==> src/rtl/multi_level_sync.sv <==
// ---------------------------------------------------------------------------
// multi_level_sync
//   Multi-channel level synchroniser with glitch filter and edge detection.
//   Each asynchronous level input passes through a SYNC_STAGES flop chain.
//   A per-channel stability counter then accepts a new level only after it has
//   been seen for FILT_CYCLES consecutive cycles. The block drives the clean
//   level and single-cycle rise/fall pulses. Every output comes from a
//   register, so there is no combinational path from async_in to any output.
//
//   Optional feature macro: LEVEL_SYNC_STICKY_EN
//     When this macro is defined, the chg_clr/chg_flag ports and the sticky
//     per-channel change flags are present.
//
// Parameters
//   WIDTH        number of independent channels (>=1)
//   SYNC_STAGES  synchroniser flops per channel (>=2)
//   FILT_CYCLES  consecutive stable cycles needed to accept a level (>=1)
//   RST_LEVEL    reset value of the sync chain, level_out and filter state
//
// Ports
//   clk        in   1      destination clock
//   rst_n      in   1      synchronous reset, active low
//   async_in   in   WIDTH  asynchronous level inputs
//   level_out  out  WIDTH  filtered, synchronised levels
//   rise_o     out  WIDTH  one-cycle pulse: level_out went 0->1
//   fall_o     out  WIDTH  one-cycle pulse: level_out went 1->0
//   chg_clr    in   WIDTH  clear sticky change flags   (LEVEL_SYNC_STICKY_EN)
//   chg_flag   out  WIDTH  sticky level-changed flags  (LEVEL_SYNC_STICKY_EN)
// ---------------------------------------------------------------------------
module multi_level_sync #(
  parameter int unsigned       WIDTH       = 4,
  parameter int unsigned       SYNC_STAGES = 2,
  parameter int unsigned       FILT_CYCLES = 4,
  parameter logic [WIDTH-1:0]  RST_LEVEL   = '0
) (
  input  logic             clk,
  input  logic             rst_n,
  input  logic [WIDTH-1:0] async_in,
  output logic [WIDTH-1:0] level_out,
  output logic [WIDTH-1:0] rise_o,
  output logic [WIDTH-1:0] fall_o
`ifdef LEVEL_SYNC_STICKY_EN
  ,
  input  logic [WIDTH-1:0] chg_clr,
  output logic [WIDTH-1:0] chg_flag
`endif
);

  localparam int unsigned     CNT_W   = $clog2(FILT_CYCLES + 1);
  localparam logic [CNT_W-1:0] CNT_MAX = CNT_W'(FILT_CYCLES - 1);

  // Synchroniser chain: index 0 captures async_in, last index feeds the filter.
  logic [WIDTH-1:0] sync_q [SYNC_STAGES];
  logic [WIDTH-1:0] sync_d [SYNC_STAGES];

  // Per-channel stability counters.
  logic [CNT_W-1:0] cnt_q [WIDTH];
  logic [CNT_W-1:0] cnt_d [WIDTH];

  logic [WIDTH-1:0] level_q, level_d;
  logic [WIDTH-1:0] rise_q,  rise_d;
  logic [WIDTH-1:0] fall_q,  fall_d;
  logic [WIDTH-1:0] sv;

  assign sv = sync_q[SYNC_STAGES-1];

  // Synchroniser next state: plain shift.
  always_comb begin
    sync_d[0] = async_in;
    for (int unsigned k = 1; k < SYNC_STAGES; k++) begin
      sync_d[k] = sync_q[k-1];
    end
  end

  // Filter next state: a channel's count only advances while the synchronised
  // value disagrees with the accepted level; any agreement restarts it, which
  // is what rejects glitches shorter than FILT_CYCLES.
  always_comb begin
    level_d = level_q;
    rise_d  = '0;
    fall_d  = '0;
    for (int unsigned i = 0; i < WIDTH; i++) begin
      cnt_d[i] = '0;
      if (sv[i] != level_q[i]) begin
        if (cnt_q[i] == CNT_MAX) begin
          level_d[i] = sv[i];
          rise_d[i]  = sv[i];
          fall_d[i]  = ~sv[i];
        end else begin
          cnt_d[i] = cnt_q[i] + CNT_W'(1);
        end
      end
    end
  end

  // State registers; reset discards any partial qualification.
  always_ff @(posedge clk) begin
    if (!rst_n) begin
      for (int unsigned k = 0; k < SYNC_STAGES; k++) begin
        sync_q[k] <= RST_LEVEL;
      end
      for (int unsigned i = 0; i < WIDTH; i++) begin
        cnt_q[i] <= '0;
      end
      level_q <= RST_LEVEL;
      rise_q  <= '0;
      fall_q  <= '0;
    end else begin
      sync_q  <= sync_d;
      cnt_q   <= cnt_d;
      level_q <= level_d;
      rise_q  <= rise_d;
      fall_q  <= fall_d;
    end
  end

  assign level_out = level_q;
  assign rise_o    = rise_q;
  assign fall_o    = fall_q;

`ifdef LEVEL_SYNC_STICKY_EN
  logic [WIDTH-1:0] chg_q, chg_d;

  // Sticky flags: a new edge wins over a simultaneous clear.
  always_comb begin
    chg_d = chg_q;
    for (int unsigned i = 0; i < WIDTH; i++) begin
      if (rise_d[i] || fall_d[i]) begin
        chg_d[i] = 1'b1;
      end else if (chg_clr[i]) begin
        chg_d[i] = 1'b0;
      end
    end
  end

  always_ff @(posedge clk) begin
    if (!rst_n) begin
      chg_q <= '0;
    end else begin
      chg_q <= chg_d;
    end
  end

  assign chg_flag = chg_q;
`endif

endmodule
==> config.mk <==
export PLATFORM = sky130hd
export DESIGN_NAME = multi_level_sync
export DESIGN_NICKNAME = d
export VERILOG_FILES = /design/src/rtl/multi_level_sync.sv
export SDC_FILE = /design/constraint.sdc
export NUM_CORES = 1
export LEC_CHECK = 0
export CORE_ASPECT_RATIO = 0.75
export CORE_MARGIN = 4
export CORE_UTILIZATION = 30
export CTS_CLUSTER_SIZE = 40
export DETAILED_ROUTE_END_ITERATION = 6
export PLACE_DENSITY = 0.63
export SETUP_SLACK_MARGIN = 0.15
export SLEW_MARGIN = 5
export SYNTH_ARGS = -nofsm -noshare
export SYNTH_HDL_FRONTEND = slang
export SYNTH_SLANG_ARGS = --single-unit
export TNS_END_PERCENT = 50
==> constraint.sdc <==
create_clock -name clk -period 1.13 [get_ports clk]
set_input_delay 0.226 -clock clk [delete_from_list [all_inputs] [get_ports clk]]
set_output_delay 0.226 -clock clk [all_outputs]
set_load 0.05 [all_outputs]
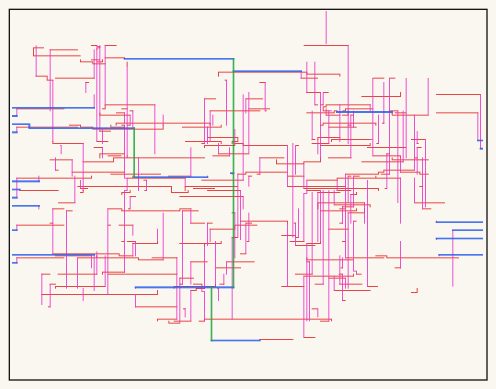
*Metal layers overlaid*
Drawn at 6 px/um.
legend:
  green:
    layer: metal 4
    wire_length: 55.1 um
  magenta:
    layer: metal 2
    wire_length: 960 um
  blue:
    layer: metal 3
    wire_length: 165 um
  red:
    layer: metal 1
    wire_length: 947 um
Vias: 771
Total GRT Usage: 0.103
Total Wirelength: 2130 um
Avg WL per Cell: 12.2 um

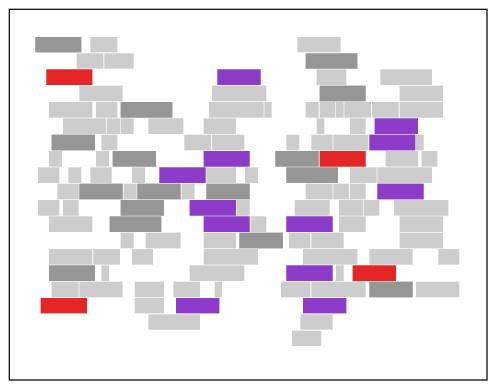
*Sequential cells grouped by signal name*
Drawn at 6 px/um.
legend:
  purple:
    name_in_the_netlist: `cnt_q`
    placed_flops: 12
  red:
    name_in_the_netlist: `rise_o`
    placed_flops: 4
sequential cell area share: 0.352
sequential power: 1150 uW

==> flow_summary.yaml <==
# generated from flow reports
floorplan:
  die-area_um2: 4880
  tap_cells: 52
  fp_util: 0.313
  io_pins: 18
yosys:
  synth.top_cell.area_share: 0.559
  synth.distinct_cells: 14
  mux_area_frac: 0.0349
  ys_seq_share: 0.559
  edf_count: 0
  fa_ha_area_frac: 0.0873
  syn_inst: 90
  async_flop_share: 0
  ys_sh_simple: 0.262
  syn-num-nets: 104
  syn_area_um2: 1150
  ys.flops: 32
  top_cell: "dfxtp_1"
  top_cells_by_area: "dfxtp_1 (56%), ha_1 (8.7%), nor3b_2 (6.6%)"
  common_cells: "dfxtp_1 (32), and2_1 (8), ha_1 (8), nor4b_1 (8), nor3b_2 (6)"
placed_design:
  place_area_um2: 1620
  gp_congestion: 0.631
  post-place-ws_ns: -0.193
  dp_hpwl_um: 1400
  port_buffers: 17
  numPlacedInstances: 158
critical_path:
  crit_buf_inv: 1
  worstPathCellList: "buf_12"
  reg2reg_to: "level_out[2]$_SDFFE_PN0P_"
  worstSetupPathType: "reg -> out"
  critical_path_peak_fanout: 5
  rrSetupSlack_ns: 0.10
  crit_path_end: "level_out[2]"
  cp.arrival_ns: 0.82
  worstRegToRegCells: 4
  startpoint: "level_out[2]$_SDFFE_PN0P_"
  worst_path_dominant_cell_family: "flip-flops"
  cp.depth: 1
final_layout:
  register_area_um2: 673
  n_all_buffers: 26
  largestClassByArea: "multi-input combinational cells"
  final_util: 0.522
  n_all_inverters: 4
  nMultiInputCombCells: 52
  comb_area_share: 0.360
  design.seq.count: 32
  clk_share: 0.0524
final_timing:
  setup_viol: 0
  finalHoldViolations: 0
  timing.fmax_ghz: 0.952
  setup_slack_ns: 0.0798
  layout_min_cycle_time_ns: 1.05
  setup_tns_ns: 0
grt:
  grtUsageMet3: 0.0599
  grt_pass1_vias: 807
  grt_max_degree: 29
  gr-usage-met1: 0.108
  grt_pass1_wl_um: 3590
pwr:
  leakage_uw: 0.000653
  irDropWorstVdd_v: 0.000791
drt:
  antenna_left: 0
  drc: 0
  firstDrtPassIters: 4
  drtIter0Drc: 28
job:
  max-cap-violations: 0
clocking:
  htreeDepth: 2
  numCtsBuffers: 5
  cts_num_sinks: 32
outcome:
  outcome: "finished, final reports clean"
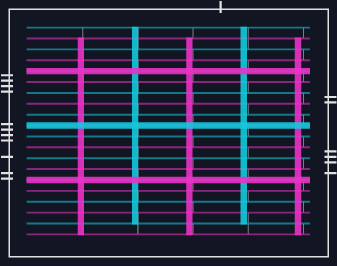
*Supply network*
Drawn at 4 px/um. Pins as bars on the die edge. Tap cells in grey.
legend:
  magenta:
    net: VSS
  cyan:
    net: VDD
met4 straps: 5
rows: 19
signal pins: 18
met1 rails: 20
die width: 79.4 um
core area: 3660 um^2

## what timing repair did
action                     4_1_cts  5_1_grt
gates resized                   18       12
pin swaps                        3        2
gates cloned                     0        0
hold buffers                     0        0
setup endpoints to repair       36       36
setup buffers                    6        2
## per-layer routing
metal / vias to the layer above / wire, um
met2: 24 / 959
met5: - / 0
met4: 0 / 55
met3: 8 / 164
met1: 368 / 946
li1: 371 / -
## flip-flops by register name, indices dropped and copies added (netlist names)
signal,cells
fall_o,4
sync_d,4
sv,4
level_out,4
rise_o,4
cnt_q,12
## power by group
part / switching (uW) / leakage [uW] / internal [uW]
Combinational: 29.5 / 0.000332 / 55.9
Clock: 407 / 0.0000515 / 555
Sequential: 14.4 / 0.000270 / 1140
No activity file was given, so power comes from the tool's default toggle rates.
